**src/rtl/cdc_sync.sv**
```systemverilog
// Multi-stage synchronizer for a WIDTH-bit signal from a foreign clock domain,
// with level, Gray-pointer (binary conversion + multi-bit checker) and toggle-to-pulse modes.
module cdc_sync #(
  parameter int unsigned      WIDTH   = 4,
  parameter int unsigned      STAGES  = 2,
  parameter int unsigned      MODE    = 0,
  parameter logic [WIDTH-1:0] RST_VAL = '0
) (
  input  logic             clk,
  input  logic             rst,
  input  logic [WIDTH-1:0] in,
  input  logic             err_clr,
  output logic [WIDTH-1:0] out,
  output logic [WIDTH-1:0] out_bin,
  output logic             chg,
  output logic [WIDTH-1:0] pulse,
  output logic             err
);

  if (STAGES < 2 || STAGES > 4 || WIDTH < 1 || WIDTH > 32 || MODE > 2) begin : g_bad_param
    $error("cdc_sync: parameter out of range");
  end

  logic [STAGES-1:0][WIDTH-1:0] s;
  logic [WIDTH-1:0]             h;
  logic [WIDTH-1:0]             diff;

  // Plain flop chain: nothing between stages so metastability has a full cycle to resolve.
  always_ff @(posedge clk or negedge rst) begin
    if (!rst) begin
      s <= {STAGES{RST_VAL}};
      h <= RST_VAL;
    end else begin
      s <= {s[STAGES-2:0], in};
      h <= s[STAGES-1];
    end
  end

  assign out   = s[STAGES-1];
  assign diff  = out ^ h;
  assign chg   = |diff;
  assign pulse = (MODE == 2) ? diff : '0;

  if (MODE == 1) begin : g_gray
    logic [WIDTH-1:0] bin_g;
    logic             viol;

    // Binary bit i is the XOR of all Gray bits from i up to the MSB.
    for (genvar i = 0; i < WIDTH; i++) begin : g_bit
      assign bin_g[i] = ^(out >> i);
    end
    assign out_bin = bin_g;
    assign viol    = $countones(diff) > 1;

    always_ff @(posedge clk or negedge rst) begin
      if (!rst)         err <= 1'b0;
      else if (viol)    err <= 1'b1;
      else if (err_clr) err <= 1'b0;
    end
  end else begin : g_plain
    logic unused_clr;
    assign unused_clr = err_clr;
    assign out_bin    = out;
    assign err        = 1'b0;
  end

endmodule

```
**config.mk**
```make
export PLATFORM = sky130hd
export DESIGN_NAME = cdc_sync
export DESIGN_NICKNAME = d
export VERILOG_FILES = /design/src/rtl/cdc_sync.sv
export SDC_FILE = /design/constraint.sdc
export NUM_CORES = 1
export LEC_CHECK = 0
export CAP_MARGIN = 5
export CORE_AREA = 2 2 39 41
export CTS_BUF_LIST = sky130_fd_sc_hd__clkbuf_4 sky130_fd_sc_hd__clkbuf_8 sky130_fd_sc_hd__clkbuf_16
export CTS_CLUSTER_SIZE = 25
export DETAILED_ROUTE_END_ITERATION = 10
export DIE_AREA = 0 0 41 43
export GPL_TIMING_DRIVEN = 0
export PLACE_DENSITY = 0.67
export SLEW_MARGIN = 20
export SYNTH_ARGS = -nofsm -noshare
export SYNTH_HDL_FRONTEND = slang
export SYNTH_SLANG_ARGS = --single-unit
```
**constraint.sdc**
```tcl
create_clock -name clk -period 1.85 [get_ports clk]
set_input_delay 0.4625 -clock clk [delete_from_list [all_inputs] [get_ports clk]]
set_output_delay 0.4625 -clock clk [all_outputs]
set_load 0.03 [all_outputs]
```
**Signal wires on met3**

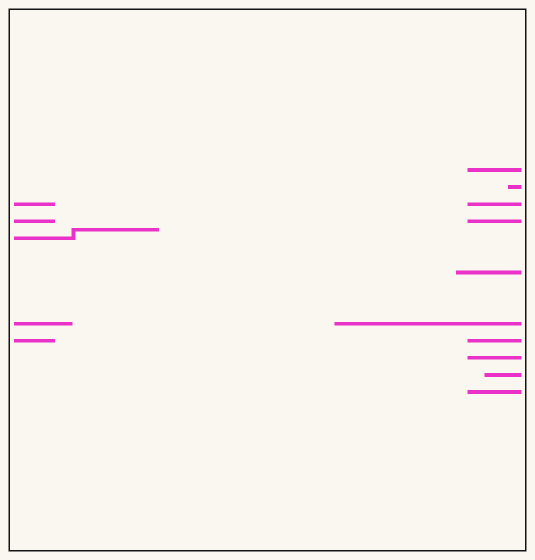
longest straight run: 14.6 um
wire length on this layer: 72.5 um
share of all routed wire: 16%
nets with wire on the layer: 15
main direction: horizontal
met3 track demand over resource: 0.02094
detailed-route via count: 241
detailed-route wire length: 458 um

**The clock network**

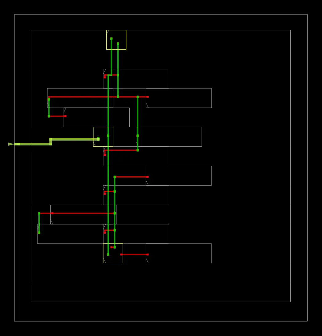
clock tree sinks: 12
clock tree buffer count of the final layout: 3
seq_cells: 12

**Metal layers overlaid**

The bar under the picture is 10 um long. Only two layers are drawn.
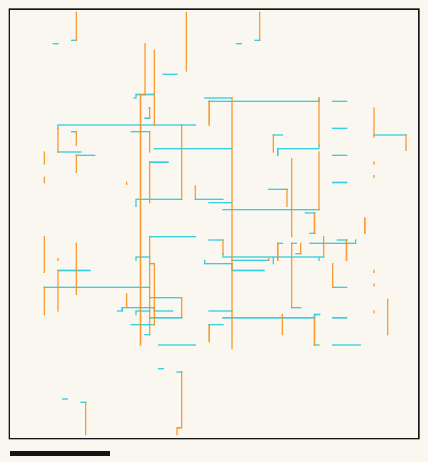
[orange] met2 | wire length: 203 um
[cyan] met1 | wire length: 183 um
Routed wire per std cell: 6.735 um
overall routing resource usage: 0.06680

**Signal wires on met2**

The bar under the picture is 10 um long.
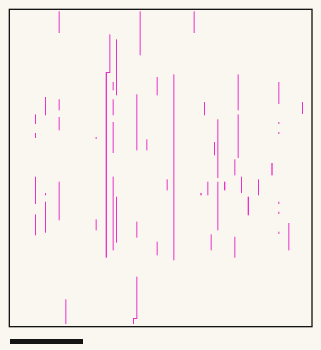
nets with wire on the layer: 46
share of all routed wire: 44%
longest straight run: 25.2 um
main direction: vertical
met2 Resource Use GR: 0.06875

**Floorplan with the power grid**

The bar under the picture is 10 um long. Pins as bars on the die edge.
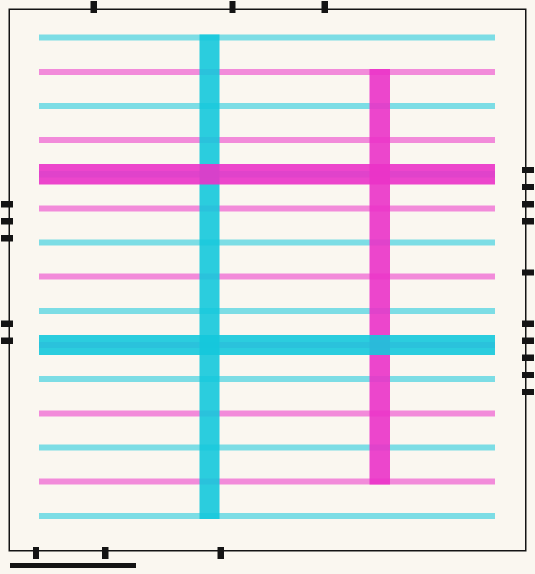
[magenta] VDD
[cyan] VSS
met4 straps: 2
rows: 14
met1 rails: 15
met5 straps: 2
signal pins: 21
area of the placeable core: 0.001384 mm2
vertical extent of the die: 43 um
die width: 41 um
worst supply voltage drop on vdd: 0.4290 mV

==> notes.md <==
impl run done, here's what came out: number of non-filler instances in the completed layout=a little under 70, area growth from synthesis to layout=41.24%, fraction of layout cells with a size suffix above 1=0.3269, chip area=0.001763 mm2, vias per std cell=3.544, total grt overflow=0, post-synthesis cell area=442.9 um2, Reg-to-Reg Start=out[2], path category of the worst min-delay check=register to register, cell at the root of the clock tree=sky130_fd_sc_hd__clkbuf_4, post-route core utilization=0.4521, antenna violations before repair=0, Late-Pin Clk Latency=0.26 ns, clock tree from TritonCTS=done, cell area power density=827.0 mW/mm2, cell-by-cell listing of the critical path=buf_4, dlygate4sd2_1, iteration tally of the first detailed-router pass=2, data arrival time of the worst path=around 1.2 ns, Avg Inst Size Synth=about 14 um2, Worst path max stage delay=0.40 ns, pin count of the biggest net entering global routing=13, final tally of setup violations=0, first-pass GRT wire length=738 um, buffer depth of the longest clock path=2, Initial Utilization=0.3201, category of the critical setup timing path=register to primary output, setup repair after global routing missed its margin=false, CP Max Fanout=4, total setup buffers inserted after CTS=0, outcome=complete, no violations, Period Utilization, post-route=0.8762, number of buffers added by the clock tree synthesis step=3, setup TNS after final layout=0 ns, minimum clock period after layout=approximately 1.6 ns, DRC Markers=0
[what timing repair did]
action                                  4_1_cts  5_1_grt
gates resized                                 9        2
hold buffers                                  0        0
endpoints found under the setup margin        9        1
[cells in the final DEF (no fill, tap or decap)]
| cell | Yosys | final |
|---|---|---|
| sky130_fd_sc_hd__conb_1 | 1 | 5 |
| sky130_fd_sc_hd__xnor2_1 | 4 | 4 |
| sky130_fd_sc_hd__nand4_1 | 1 | 1 |
| sky130_fd_sc_hd__clkdlybuf4s50_1 | 0 | 5 |
| sky130_fd_sc_hd__clkbuf_2 | 0 | 1 |
| sky130_fd_sc_hd__dlygate4sd2_1 | 0 | 8 |
| sky130_fd_sc_hd__clkbuf_4 | 0 | 3 |
| sky130_fd_sc_hd__buf_4 | 13 | 13 |
| sky130_fd_sc_hd__dfrtp_1 | 12 | 12 |
[through the flow]
step | cell area [um2] | power [W]
after CTS | 629.4 | 0.0005309
after global placement | 618.1 | 0.0003850
final | 625.6 | 0.0005174
after detailed placement | 618.1 | 0.0003867
after global routing | 625.6 | 0.0005488
after floorplan | 457.9 | 0.0003508
[sequential cells by signal, summed over array words and instances, names as in the netlist]
register  count
h             4
out           4
s             4
[synthesized netlist by cell type]
library cell	n	area share
sky130_fd_sc_hd__xnor2_1	4	0.079
sky130_fd_sc_hd__dfrtp_1	12	0.68
sky130_fd_sc_hd__conb_1	1	0.0085
sky130_fd_sc_hd__nand4_1	1	0.014
sky130_fd_sc_hd__buf_4	13	0.22
[cell families (layout without fill, tap and decap cells)]
| family | Yosys count | in the layout | share of synthesized area |
|---|---|---|---|
| buffers and inverters | 13 | 30 | 0.2203 |
| DFF | 12 | 12 | 0.6780 |
| xor gates and xnor gates | 4 | 4 | 0.07909 |
| other | 1 | 5 | 0.008466 |
| and+or+nand+nor | 1 | 1 | 0.01413 |
[power groups by stage]
stage / sequential, W / clock (W) / combinational [W]
3_3_place_gp: 0.000288 / 0 / 0.0000970
4_1_cts: 0.000284 / 0.000157 / 0.0000904
3_5_place_dp: 0.000289 / 0 / 0.0000979
5_1_grt: 0.000285 / 0.000167 / 0.0000963
2_1_floorplan: 0.000287 / 0 / 0.0000636
6_report: 0.000283 / 0.000145 / 0.0000892
[per-layer routing]
layer | part of all wire | wire, um | GRT usage | vias up
met2 | 0.44 | 203 | 0.06875 | 15
met5 | 0 | 0 | 0 | -
met1 | 0.40 | 182 | 0.09375 | 105
met4 | 0 | 0 | 0.08000 | 0
met3 | 0.16 | 72 | 0.02094 | 0
li1 | - | - | - | 121
[worst max-delay path, delay by kind of cell (launching register included)]
family	cells	cell delay, ns
buf+inv	2	0.50
flops	1	0.40
[cell type report]
cell class                 instances  area [um2]
timing repair buffer              14       125.1
fill                             136       758.2
buffer                            13       97.59
sequential                        12       300.3
multi-input combinational         10       60.06
tap                               16       20.02
clock buffer                       3       22.52
[worst min-delay path by stage]
stage                     endpoint  cells after the start  slack, ns  from
final                       out[2]                      0       0.35  s[2]
after global routing        out[1]                      0       0.37  s[1]
after CTS                   out[3]                      0       0.35  s[3]
after detailed placement    out[3]                      0       0.34  s[3]
after global placement      out[1]                      0       0.33  s[1]
after floorplan               h[0]                      0       0.17   rst
Power figures rest on the tool's default switching activity, not on a simulated workload.
